## src/rtl/cla_pkg.sv

```systemverilog
// Shared constants and FSM encoding for the word-serial carry-lookahead adder.
//   SliceWDefault    - default width of one lookahead slice
//   NumSlicesDefault - default number of slices per operand
//   state_e          - sequencer states
//   idx_width()      - width of the slice index counter (never below 1)
package cla_pkg;

  localparam int unsigned SliceWDefault    = 8;
  localparam int unsigned NumSlicesDefault = 4;

  typedef enum logic [1:0] {
    StIdle = 2'd0,
    StAdd  = 2'd1,
    StDone = 2'd2
  } state_e;

  function automatic int unsigned idx_width(input int unsigned n);
    return (n > 1) ? $clog2(n) : 1;
  endfunction

endpackage

```

## src/rtl/cla_word_sequencer_if.sv

```systemverilog
// Operand/result handshake bundle for cla_word_sequencer.
//   in_valid/in_ready   - operand handshake (a, b, carry_in)
//   out_valid/out_ready - result handshake (sum, carry_out, overflow)
// master: producer/consumer side; slave: the adder.
interface cla_word_sequencer_if #(
  parameter int unsigned TOTAL_W = 32
);
  logic               in_valid;
  logic               in_ready;
  logic [TOTAL_W-1:0] a;
  logic [TOTAL_W-1:0] b;
  logic               carry_in;
  logic               out_valid;
  logic               out_ready;
  logic [TOTAL_W-1:0] sum;
  logic               carry_out;
  logic               overflow;

  modport master (
    output in_valid, a, b, carry_in, out_ready,
    input  in_ready, out_valid, sum, carry_out, overflow
  );

  modport slave (
    input  in_valid, a, b, carry_in, out_ready,
    output in_ready, out_valid, sum, carry_out, overflow
  );
endinterface

```

## src/rtl/carry_lookahead_adder.sv

```systemverilog
// Purely combinational WIDTH-bit carry-lookahead adder.
//   a, b - addends
//   cin  - carry into bit 0
//   sum  - a + b + cin (mod 2^WIDTH)
//   cout - carry out of bit WIDTH-1
module carry_lookahead_adder #(
  parameter int unsigned WIDTH = 8
) (
  input  logic [WIDTH-1:0] a,
  input  logic [WIDTH-1:0] b,
  input  logic             cin,
  output logic [WIDTH-1:0] sum,
  output logic             cout
);

  logic [WIDTH-1:0] p;
  logic [WIDTH-1:0] g;
  logic [WIDTH:0]   carry;
  logic             acc;
  logic             chain;

  assign p = a ^ b;
  assign g = a & b;

  // Each carry is the flat sum-of-products of generate terms gated by the
  // propagate chain above them, so no carry depends on a previous carry.
  always_comb begin
    carry    = '0;
    acc      = 1'b0;
    chain    = 1'b1;
    carry[0] = cin;
    for (int i = 0; i < int'(WIDTH); i++) begin
      acc   = 1'b0;
      chain = 1'b1;
      for (int j = i; j >= 0; j--) begin
        acc   = acc | (chain & g[j]);
        chain = chain & p[j];
      end
      carry[i+1] = acc | (chain & cin);
    end
  end

  assign sum  = p ^ carry[WIDTH-1:0];
  assign cout = carry[WIDTH];

endmodule

```

## src/rtl/cla_word_sequencer.sv

```systemverilog
// Word-serial adder: one SLICE_W-bit carry-lookahead slice per cycle.
//   clk, rst_n - clock and synchronous active-low reset
//   bus        - slave side of cla_word_sequencer_if
//                in:  in_valid, a, b, carry_in, out_ready
//                out: in_ready, out_valid, sum, carry_out, overflow
// Accept in IDLE, spend NUM_SLICES cycles in ADD (LSB slice first), then hold
// the result in DONE until out_ready.
module cla_word_sequencer
  import cla_pkg::*;
#(
  parameter int unsigned SLICE_W    = SliceWDefault,
  parameter int unsigned NUM_SLICES = NumSlicesDefault
) (
  input logic                 clk,
  input logic                 rst_n,
  cla_word_sequencer_if.slave bus
);

  localparam int unsigned TOTAL_W = SLICE_W * NUM_SLICES;
  localparam int unsigned IDX_W   = idx_width(NUM_SLICES);
  localparam int unsigned MSB     = TOTAL_W - 1;
  localparam logic [IDX_W-1:0] LastIdx = IDX_W'(NUM_SLICES - 1);

  state_e             state_q, state_d;
  logic [IDX_W-1:0]   idx_q, idx_d;
  logic [TOTAL_W-1:0] a_q, a_d;
  logic [TOTAL_W-1:0] b_q, b_d;
  logic               carry_q, carry_d;
  logic [TOTAL_W-1:0] sum_q, sum_d;
  logic               cout_q, cout_d;
  logic               ovf_q, ovf_d;

  logic [31:0]        base;
  logic [SLICE_W-1:0] slice_a;
  logic [SLICE_W-1:0] slice_b;
  logic [SLICE_W-1:0] slice_sum;
  logic               slice_cout;

  assign base    = 32'(idx_q) * SLICE_W;
  assign slice_a = a_q[base +: SLICE_W];
  assign slice_b = b_q[base +: SLICE_W];

  carry_lookahead_adder #(
    .WIDTH (SLICE_W)
  ) u_slice_adder (
    .a    (slice_a),
    .b    (slice_b),
    .cin  (carry_q),
    .sum  (slice_sum),
    .cout (slice_cout)
  );

  always_comb begin
    state_d = state_q;
    idx_d   = idx_q;
    a_d     = a_q;
    b_d     = b_q;
    carry_d = carry_q;
    sum_d   = sum_q;
    cout_d  = cout_q;
    ovf_d   = ovf_q;
    unique case (state_q)
      StIdle: begin
        if (bus.in_valid) begin
          a_d     = bus.a;
          b_d     = bus.b;
          carry_d = bus.carry_in;
          idx_d   = '0;
          state_d = StAdd;
        end
      end
      StAdd: begin
        sum_d[base +: SLICE_W] = slice_sum;
        carry_d                = slice_cout;
        if (idx_q == LastIdx) begin
          // Top slice: its sum MSB is the word MSB, so flags resolve here.
          // The index is left at the last slice rather than wrapping.
          cout_d  = slice_cout;
          ovf_d   = (a_q[MSB] == b_q[MSB]) && (slice_sum[SLICE_W-1] != a_q[MSB]);
          state_d = StDone;
        end else begin
          idx_d = idx_q + IDX_W'(1);
        end
      end
      StDone: begin
        if (bus.out_ready) begin
          state_d = StIdle;
        end
      end
      default: state_d = StIdle;
    endcase
  end

  always_ff @(posedge clk) begin
    if (!rst_n) begin
      state_q <= StIdle;
      idx_q   <= '0;
      a_q     <= '0;
      b_q     <= '0;
      carry_q <= 1'b0;
      sum_q   <= '0;
      cout_q  <= 1'b0;
      ovf_q   <= 1'b0;
    end else begin
      state_q <= state_d;
      idx_q   <= idx_d;
      a_q     <= a_d;
      b_q     <= b_d;
      carry_q <= carry_d;
      sum_q   <= sum_d;
      cout_q  <= cout_d;
      ovf_q   <= ovf_d;
    end
  end

  assign bus.in_ready  = (state_q == StIdle);
  assign bus.out_valid = (state_q == StDone);
  assign bus.sum       = sum_q;
  assign bus.carry_out = cout_q;
  assign bus.overflow  = ovf_q;

endmodule

```

## src/flat_wrapper.sv

```systemverilog
// flat-port wrapper written by rule: the top's interface ports become plain ports
module cla_word_sequencer_flat import cla_pkg::*;
#(
  parameter int unsigned SLICE_W    = SliceWDefault,
  parameter int unsigned NUM_SLICES = NumSlicesDefault
)
  (clk, rst_n, bus_in_valid, bus_a, bus_b, bus_carry_in, bus_out_ready, bus_in_ready, bus_out_valid, bus_sum, bus_carry_out, bus_overflow);
  cla_word_sequencer_if #(.TOTAL_W(32)) bus_i ();
  input logic clk;
  input logic rst_n;
  input wire logic [$bits(bus_i.in_valid)-1:0] bus_in_valid;
  input wire logic [$bits(bus_i.a)-1:0] bus_a;
  input wire logic [$bits(bus_i.b)-1:0] bus_b;
  input wire logic [$bits(bus_i.carry_in)-1:0] bus_carry_in;
  input wire logic [$bits(bus_i.out_ready)-1:0] bus_out_ready;
  output wire logic [$bits(bus_i.in_ready)-1:0] bus_in_ready;
  output wire logic [$bits(bus_i.out_valid)-1:0] bus_out_valid;
  output wire logic [$bits(bus_i.sum)-1:0] bus_sum;
  output wire logic [$bits(bus_i.carry_out)-1:0] bus_carry_out;
  output wire logic [$bits(bus_i.overflow)-1:0] bus_overflow;
  assign bus_i.in_valid = bus_in_valid;
  assign bus_i.a = bus_a;
  assign bus_i.b = bus_b;
  assign bus_i.carry_in = bus_carry_in;
  assign bus_i.out_ready = bus_out_ready;
  assign bus_in_ready = bus_i.in_ready;
  assign bus_out_valid = bus_i.out_valid;
  assign bus_sum = bus_i.sum;
  assign bus_carry_out = bus_i.carry_out;
  assign bus_overflow = bus_i.overflow;
  cla_word_sequencer #(.SLICE_W(SLICE_W), .NUM_SLICES(NUM_SLICES)) u_core (.clk(clk), .rst_n(rst_n), .bus(bus_i));
endmodule
```

## config.mk

```make
export PLATFORM = sky130hd
export DESIGN_NAME = cla_word_sequencer_flat
export DESIGN_NICKNAME = d
export VERILOG_FILES = /design/src/rtl/cla_pkg.sv /design/src/rtl/cla_word_sequencer_if.sv /design/src/rtl/carry_lookahead_adder.sv /design/src/rtl/cla_word_sequencer.sv /design/src/flat_wrapper.sv
export SDC_FILE = /design/constraint.sdc
export NUM_CORES = 1
export LEC_CHECK = 0
export ABC_AREA = 1
export CAP_MARGIN = 20
export CORE_UTILIZATION = 40
export DETAILED_ROUTE_END_ITERATION = 8
export PLACE_DENSITY = 0.66
export SLEW_MARGIN = 20
export SYNTH_ARGS = -nofsm -noshare
export SYNTH_HDL_FRONTEND = slang
export SYNTH_SLANG_ARGS = --single-unit
export TNS_END_PERCENT = 30
```

## constraint.sdc

```tcl
create_clock -name clk -period 4.75 [get_ports clk]
set_clock_uncertainty 0.1 [all_clocks]
set_input_delay 0.7125 -clock clk [delete_from_list [all_inputs] [get_ports clk]]
set_output_delay 0.7125 -clock clk [all_outputs]
set_load 0.02 [all_outputs]
```

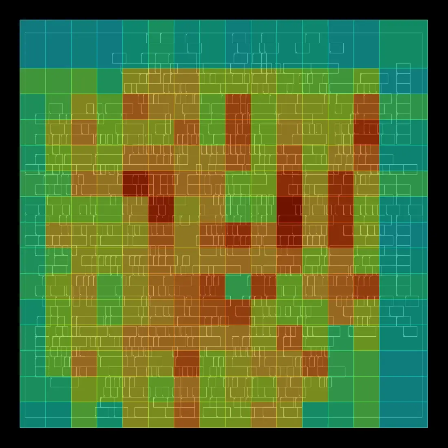
Figure 1: run 1, track usage over the die.
global-route track usage on met2: 33.42%
met3 track demand over resource in global routing: 3.972%
most used routing layer in global routing: met2

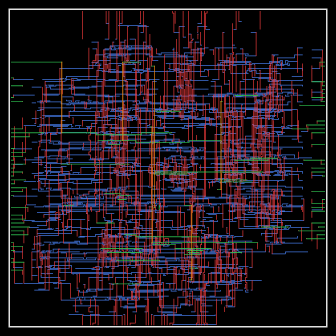
Figure 2: run 1, wiring by layer.
| layer | color | wire length |
|---|---|---|
| M2 | red | 5,460 um |
| M1 | blue | 5,660 um |
| M4 | orange | 197 um |
| M3 | green | 664 um |
global routing usage summed across all routing layers: 21.25%
post-detailed-route wirelength per cell: 13.84 um

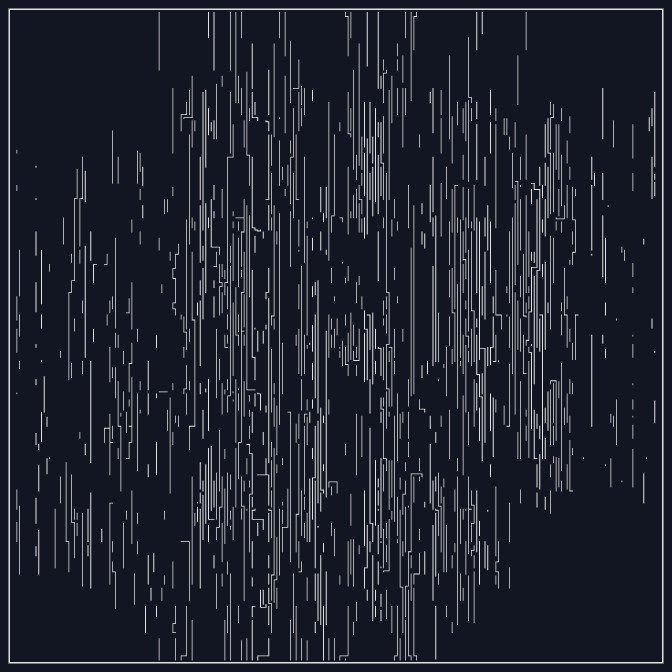
Figure 3: run 1, metal 2.
nets with wire on the layer: 611
longest straight run: 35.4 um
main direction: vertical

==> datasheet_impl.txt, run 1 <==
Characteristics after synthesis and place and route

Parameter                              Value

Synth
  Primary flip-flop cell chosen by synthesis mapping .................. sky130_fd_sc_hd__dfxtp_1
  Distinct cell type count after synthesis .................. 37
  Register area share after synthesis .................. 44.56%
  Post-synthesis instance area .................. 0.004627 mm^2
  Proportion of synthesized flip-flops having asynchronous set or reset .................. 0%
  #FFs+latches synth .................. 103
  Synth top cell by count .................. sky130_fd_sc_hd__nor2_1
  Leading cell types by count after synthesis .................. sky130_fd_sc_hd__nor2_1 (171), sky130_fd_sc_hd__dfxtp_1 (103), sky130_fd_sc_hd__o21ai_0 (91), sky130_fd_sc_hd__nand2_1 (81), sky130_fd_sc_hd__a21oi_1 (33)
  Multiplexer fraction of the synthesized cell area .................. 0%
  AO/OA Area Share .................. 17.87%
  Number of standard cells reported by yosys .................. 637
  Post-synthesis share of cell area spent on xor and xnor gates .................. 0.1893%
  Synth Area per Inst .................. 7.264 um^2
  Area of the synthesized netlist per yosys stat .................. 0.004627 mm^2
  Count of mapped cells out of synthesis .................. 637
  Simple-gate share of the synthesized area .................. 26.77%
  Mapped Nets .................. 722

Power
  Register share of total power .................. 43.9%
  Power in the clock group .................. 0.000709 W
  Clock share of power .................. 32.6%
  Combinational cell power .................. 0.000511 W
  Fraction of power consumed by combinational cells .................. 23.5%
  Power in sequential cells .................. 0.000954 W
  Net switching fraction of the power .................. 30.03%
  Pwr top .................. sequential cells
  Internal portion of total power .................. 0.001521 W
  Total design power .................. 0.002174 W
  Net switching power figure .................. 0.0006528 W

Final layout
  Layout sequential cell count .................. 103
  Fraction of standard cell area in multi-input logic .................. 37.83%
  Total of clock buffers placed in the layout .................. 11
  Flop share of the area .................. 34.18%
  Non-clock inverter instance count of the final layout .................. 34
  Count of buffers not belonging to the clock network in the layout .................. 110
  Area of the multi-input gates .................. 0.002282 mm^2
  Largest cell class by area .................. combinational gates
  Fill count .................. 1,108
  N_diodes .................. 0
  Proportion of layout cells with a drive suffix above 1 .................. 6.336%
  Commonest Layout Cell .................. sky130_fd_sc_hd__nor2_1
  Finished Cell Area .................. 0.006033 mm^2
  Top logic cells by instance count in the layout .................. sky130_fd_sc_hd__nor2_1 (171), sky130_fd_sc_hd__clkdlybuf4s50_1 (104), sky130_fd_sc_hd__dfxtp_1 (103)

Critical path
  Cell breakdown of the critical path .................. inv_2, nand2_1, a32oi_1, ha_1, nand2_1, nand2_1, nand3_1, nand2_1, nand2_1, nand3_1, nand2_1, nand4_1, a21oi_1
  Worst endpoint data arrival time .................. 2.94 ns
  Worst Path Max Fanout .................. 41
  CP endpoint kind .................. flop
  Most common cell type on the critical path .................. sky130_fd_sc_hd__nand2_1
  Crit. path cell count .................. 13
  Register-to-register setup slack .................. 1.98 ns
  Slowest cell delay on critical path .................. 0.47 ns
  Destination of the critical timing path .................. u_core.bus.sum[12]$_SDFFE_PN0P_
  Crit path buf inv count .................. 1

Final timing
  Period utilization .................. 58.32%
  Final Max-Slew Violation Tally .................. 0
  Relative slew slack .................. 56.79%
  Max Clk Rate .................. 0.3610 GHz
  RSZ-0062 raised after global routing .................. no
  Worst hold slack .................. 0.3643 ns
  Final hold viol count .................. 0
  Number of failing setup endpoints in the final timing report .................. 0
  Total negative slack for setup checks .................. 0 ns
  Post-route worst setup slack .................. 1.980 ns

Route
  Detailed-routed wire length on met3 .................. 664 um
  Number of vias per cell .................. 5.027
  Length of routed wiring on met1 .................. 5.658 mm
  Routed WL .................. 11.98 mm
  Number of iterations in the first detailed-routing pass .................. 4

Clock tree
  Latest clock arrival within the worst-skew pair .................. 0.34 ns
  H-tree depth reported by CTS .................. 3
  Clock transition at the registers of the reported paths .................. 0.07 ns
  Number of resized instances in the post-cts repair step .................. 0
  Maximum buffer depth of the clock tree .................. 2
  Cts bufs inserted .................. 9
  Cell at the root of the clock tree .................. sky130_fd_sc_hd__clkbuf_16

Die
  Horizontal die size .................. 109.6 um
  Starting density of the core .................. 41.95%
  Floorplan die height .................. 109.6 um
  Row cnt .................. 38

Status
  Run status .................. finished, final reports clean

Worst hold path
  Hold endpoint .................. u_core.bus.sum[18]$_SDFFE_PN0P_
  Hold Crit Start .................. u_core.bus.sum[18]$_SDFFE_PN0P_

GRT
  Number of global-route vias before repair .................. 4,038
  Global-route wire length before repair .................. 19.69 mm
  Number of antenna violations at the first check in global routing .................. 0

Placement
  Final RePlAce weighted congestion .................. 0.8845
  Number of placed cells counting well taps .................. 850
  Area after detailed placement .................. 0.005725 mm^2
Figure 4. Gate-type map (run 1).
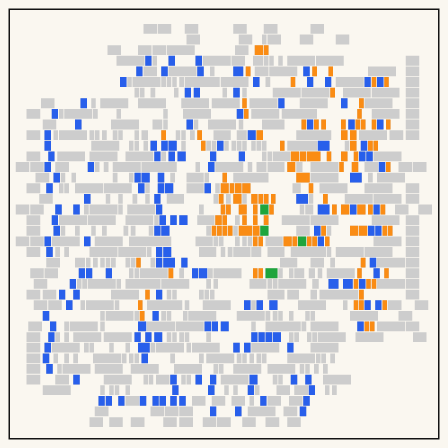

==> run 2: changes to the inputs <==
Clock period 4.75 ns to 2.7 ns, I/O delays scaled along.
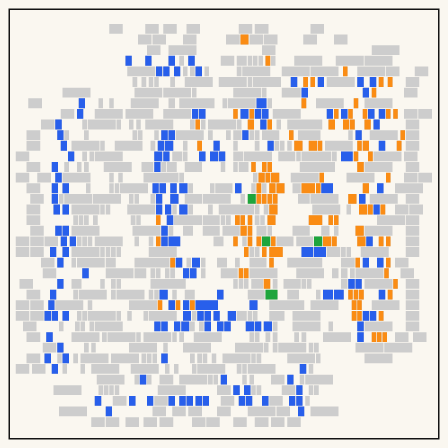
Figure 5: run 2, gate-type map.
| family | color | cells |
|---|---|---|
| nand cells | orange | 107 |
| and/or cells | green | 4 |
| aoi and oai cells | blue | 154 |

==> run 2 against run 1 <==
Compared with the run above: non-clock buffer count is 8 higher; die size stayed put; sequential power is 76% higher; sequential cell count stayed put; sequential share of layout area is 0.48 points lower; critical path depth stayed put; hold slack hardly changed.
==> datasheet_impl.txt, run 2 <==
Characteristics after synthesis and place and route

Parameter                              Value

GRT
  Global routing usage summed across all routing layers .................. 21.07% (-0.18 points)
  Number of global-route vias before repair .................. 4,183 (+3.6%)
  Met3 track demand over resource in global routing .................. 3.557% (-0.41 points)
  Global-route wire length before repair .................. 19.58 mm (-0.59%)
  Number of antenna violations at the first check in global routing .................. 0 (unchanged)

Final layout
  Top logic cells by instance count in the layout .................. sky130_fd_sc_hd__nor2_1 (171), sky130_fd_sc_hd__clkdlybuf4s50_1 (104), sky130_fd_sc_hd__dfxtp_1 (103)
  Commonest Layout Cell .................. sky130_fd_sc_hd__nor2_1
  N_diodes .................. 0 (unchanged)
  Finished Cell Area .................. 0.006118 mm^2 (+1.4%)
  Largest cell class by area .................. combinational gates
  Area of the multi-input gates .................. 0.002290 mm^2 (+0.33%)
  Layout sequential cell count .................. 103 (unchanged)
  Proportion of layout cells with a drive suffix above 1 .................. 8.027% (+1.7 points)
  Fraction of standard cell area in multi-input logic .................. 37.42% (-0.40 points)
  Flop share of the area .................. 33.70% (-0.48 points)
  Count of buffers not belonging to the clock network in the layout .................. 118 (+7.3%)
  Fill count .................. 1,087 (-1.9%)
  Non-clock inverter instance count of the final layout .................. 34 (unchanged)

Placement
  Area after detailed placement .................. 0.005798 mm^2 (+1.3%)
  Number of placed cells counting well taps .................. 858 (+0.94%)

Route
  Number of iterations in the first detailed-routing pass .................. 4 (unchanged)
  Routed WL .................. 11.76 mm (-1.9%)
  Length of routed wiring on met1 .................. 5.699 mm (+0.72%)
  Detailed-routed wire length on met3 .................. 472 um (-29%)

Final timing
  Number of failing setup endpoints in the final timing report .................. 0 (unchanged)
  Total negative slack for setup checks .................. 0 ns (unchanged)
  RSZ-0062 raised after global routing .................. no
  Final Max-Slew Violation Tally .................. 0 (unchanged)
  Relative slew slack .................. 66.29% (+9.5 points)
  Post-route worst setup slack .................. 0.2295 ns (-1.750 ns)
  Period utilization .................. 91.50% (+33 points)
  Final hold viol count .................. 0 (unchanged)

Synth
  Simple-gate share of the synthesized area .................. 26.77% (unchanged)
  Synth top cell by count .................. sky130_fd_sc_hd__nor2_1
  Proportion of synthesized flip-flops having asynchronous set or reset .................. 0% (unchanged)
  Post-synthesis share of cell area spent on xor and xnor gates .................. 0.1893% (unchanged)
  Primary flip-flop cell chosen by synthesis mapping .................. sky130_fd_sc_hd__dfxtp_1
  Post-synthesis instance area .................. 0.004627 mm^2 (unchanged)
  Register area share after synthesis .................. 44.56% (unchanged)
  Number of standard cells reported by yosys .................. 637 (unchanged)
  Leading cell types by count after synthesis .................. sky130_fd_sc_hd__nor2_1 (171), sky130_fd_sc_hd__dfxtp_1 (103), sky130_fd_sc_hd__o21ai_0 (91), sky130_fd_sc_hd__nand2_1 (81), sky130_fd_sc_hd__a21oi_1 (33)
  Area of the synthesized netlist per yosys stat .................. 0.004627 mm^2 (unchanged)
  Multiplexer fraction of the synthesized cell area .................. 0% (unchanged)
  Distinct cell type count after synthesis .................. 37 (unchanged)
  Count of mapped cells out of synthesis .................. 637 (unchanged)
  Synth Area per Inst .................. 7.264 um^2 (unchanged)
  #FFs+latches synth .................. 103 (unchanged)

Die
  Row cnt .................. 38 (unchanged)
  Starting density of the core .................. 41.95% (unchanged)
  Floorplan die height .................. 109.6 um (unchanged)

Power
  Fraction of power consumed by combinational cells .................. 23.8% (+0.3 points)
  Power in the clock group .................. 0.00126 W (+78%)
  Register share of total power .................. 43.6% (-0.3 points)
  Power in sequential cells .................. 0.00168 W (+76%)
  Total design power .................. 0.003856 W (+77%)
  Clock share of power .................. 32.6% (about the same)
  Net switching fraction of the power .................. 31.20% (+1.2 points)

Critical path
  Worst endpoint data arrival time .................. 2.64 ns (-0.30 ns)
  Register-to-register setup slack .................. 0.23 ns (-1.75 ns)
  Cell breakdown of the critical path .................. inv_4, buf_4, nor2_1, o22ai_1, ha_1, or2_4, nand3_1, nand2_1, nand2_1, nand3_1, nand2_1, nand4_1, a21oi_1
  CP endpoint kind .................. flop
  Worst Path Max Fanout .................. 24 (-41%)
  Slowest cell delay on critical path .................. 0.43 ns (-0.04 ns)
  Crit. path cell count .................. 13 (unchanged)
  Crit path buf inv count .................. 2 (+1)

Clock tree
  Number of resized instances in the post-cts repair step .................. 0 (unchanged)
  Cell at the root of the clock tree .................. sky130_fd_sc_hd__clkbuf_16
  H-tree depth reported by CTS .................. 3 (unchanged)

Status
  Run status .................. finished, final reports clean

Worst hold path
  Hold endpoint .................. u_core.bus.sum[10]$_SDFFE_PN0P_
Figure 6. Metal 2 (run 2).
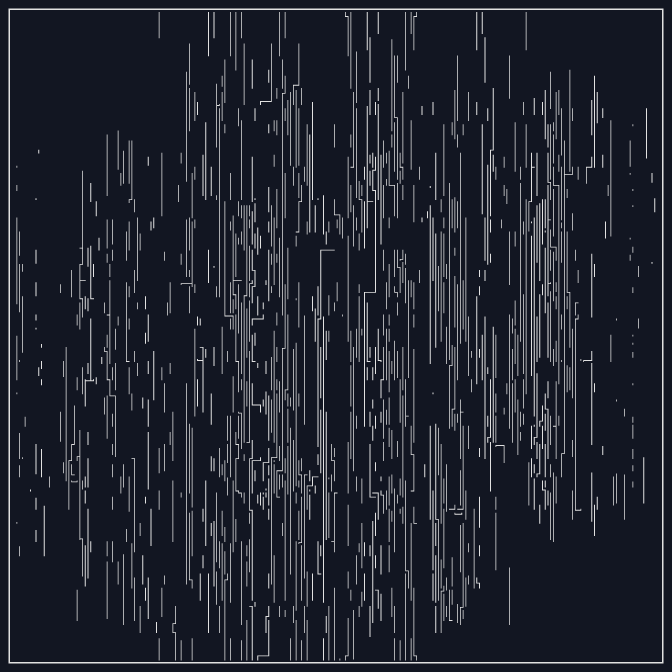

==> run 3: changes to the inputs <==
Settings changed: REMOVE_ABC_BUFFERS from default to 1.
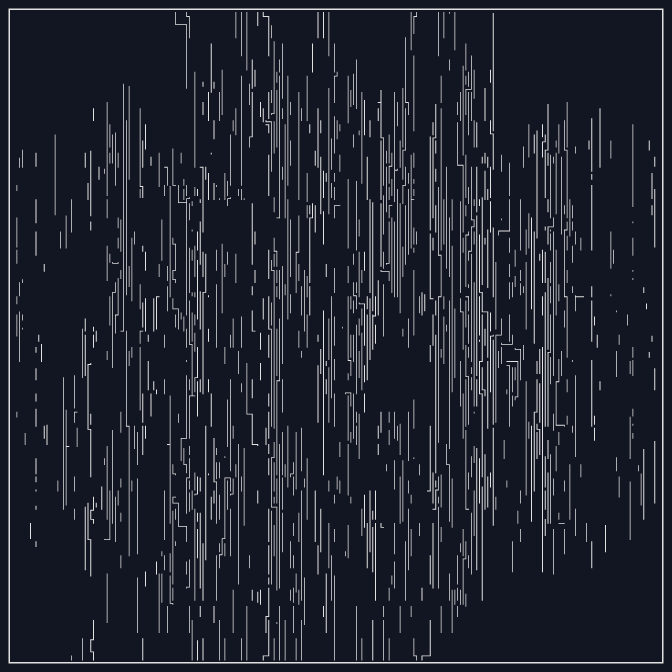
Figure 7: run 3, metal 2.
Routed WL: 11.47 mm
global-route track usage on met2: 33.96%

==> run 3 against run 2 <==
Compared with the run above: routed wire length down 2.5%; hold slack about the same; via count up 1.6%; clock-buffer cell count up 1; global-route usage down 1.1 points; die size unchanged; design area down 0.47%; critical path type unchanged; sequential power about the same; final cell count down 0.34%; synthesized cell count unchanged; largest power group unchanged; combinational power about the same; sequential cell count unchanged.
==> datasheet_impl.txt, run 3 <==
Characteristics after synthesis and place and route

Parameter                              Value

GRT
  Global routing usage summed across all routing layers .................. 19.96% (-1.1 points)
  Number of antenna violations at the first check in global routing .................. 0 (unchanged)
  Met3 track demand over resource in global routing .................. 3.320% (-0.24 points)
  Number of global-route vias before repair .................. 4,131 (-1.2%)
  Global-route wire length before repair .................. 18.69 mm (-4.5%)
  Total grt overflow .................. 0

Power
  Register share of total power .................. 43.4% (-0.2 points)
  Clock share of power .................. 32.9% (+0.3 points)
  Total design power .................. 0.003860 W (+0.10%)
  Net switching fraction of the power .................. 30.16% (-1.0 points)
  Power per cell area .................. 633.9 mW/mm^2
  Power in sequential cells .................. 0.00167 W (about the same)
  Fraction of power consumed by combinational cells .................. 23.7% (about the same)

Final layout
  Layout sequential cell count .................. 103 (unchanged)
  Proportion of layout cells with a drive suffix above 1 .................. 7.787% (-0.24 points)
  Flop share of the area .................. 33.90% (+0.20 points)
  Largest cell class by area .................. combinational gates
  Fill count .................. 1,109 (+2.0%)
  N_diodes .................. 0 (unchanged)
  Commonest Layout Cell .................. sky130_fd_sc_hd__nor2_1
  Finished Cell Area .................. 0.006090 mm^2 (-0.47%)
  Count of buffers not belonging to the clock network in the layout .................. 113 (-4.2%)
  Fraction of standard cell area in multi-input logic .................. 37.58% (+0.16 points)
  Area of the multi-input gates .................. 0.002288 mm^2 (about the same)
  Non-clock inverter instance count of the final layout .................. 36 (+5.9%)

Die
  Row cnt .................. 38 (unchanged)
  Floorplan Core Area .................. 0.01103 mm^2
  Floorplan die height .................. 109.6 um (unchanged)

Synth
  Multiplexer fraction of the synthesized cell area .................. 0% (unchanged)
  Count of mapped cells out of synthesis .................. 637 (unchanged)
  Primary flip-flop cell chosen by synthesis mapping .................. sky130_fd_sc_hd__dfxtp_1
  Leading cell types by count after synthesis .................. sky130_fd_sc_hd__nor2_1 (171), sky130_fd_sc_hd__dfxtp_1 (103), sky130_fd_sc_hd__o21ai_0 (91), sky130_fd_sc_hd__nand2_1 (81), sky130_fd_sc_hd__a21oi_1 (33)
  #FFs+latches synth .................. 103 (unchanged)
  Synth top cell by count .................. sky130_fd_sc_hd__nor2_1
  Distinct cell type count after synthesis .................. 37 (unchanged)
  Synth Area per Inst .................. 7.264 um^2 (unchanged)
  Register area share after synthesis .................. 44.56% (unchanged)
  Proportion of synthesized flip-flops having asynchronous set or reset .................. 0% (unchanged)
  Post-synthesis instance area .................. 0.004627 mm^2 (unchanged)
  Simple-gate share of the synthesized area .................. 26.77% (unchanged)

Final timing
  Final hold viol count .................. 0 (unchanged)
  Relative slew slack .................. 64.37% (-1.9 points)
  Number of failing setup endpoints in the final timing report .................. 0 (unchanged)
  Total negative slack for setup checks .................. 0 ns (unchanged)
  RSZ-0062 raised after global routing .................. no
  Period utilization .................. 91.93% (+0.43 points)

Critical path
  CP endpoint kind .................. flop
  Slowest cell delay on critical path .................. 0.42 ns (about the same)
  Worst endpoint data arrival time .................. 2.65 ns (about the same)
  Category of the most critical setup path .................. flop to flop
  Crit. path cell count .................. 14 (+1)
  Family of cells with the greatest summed delay on the critical path .................. simple AND/OR/NAND/NOR gates
  Register-to-register setup slack .................. 0.22 ns (about the same)
  Crit path buf inv count .................. 1 (-1)
  Destination of the critical timing path .................. u_core.bus.sum[23]$_SDFFE_PN0P_
  Worst Path Max Fanout .................. 5 (-79%)
  Critical path data required time .................. 2.87 ns
  Cell breakdown of the critical path .................. clkinvlp_2, o21ai_0, o22ai_1, ha_1, or2_4, nand3_2, nand2_2, nand2_2, nand2_1, nand2_2, nand2_2, nor2_2, nand2_1, a21oi_2

Clock tree
  Hold-fix buffers at CTS .................. 0
  Number of resized instances in the post-cts repair step .................. 0 (unchanged)
  Cell at the root of the clock tree .................. sky130_fd_sc_hd__clkbuf_16
  H-tree depth reported by CTS .................. 3 (unchanged)

Status
  Run status .................. finished, final reports clean

Route
  Number of iterations in the first detailed-routing pass .................. 4 (unchanged)
  Detailed-routed wire length on met3 .................. 533 um (+13%)
  Length of routed wiring on met1 .................. 5.308 mm (-6.9%)

Placement
  Number of placed cells counting well taps .................. 854 (-0.47%)
  Area after detailed placement .................. 0.005764 mm^2 (-0.58%)

Worst hold path
  Hold endpoint .................. u_core.bus.sum[18]$_SDFFE_PN0P_
Power figures rest on the tool's default switching activity, not on a simulated workload.
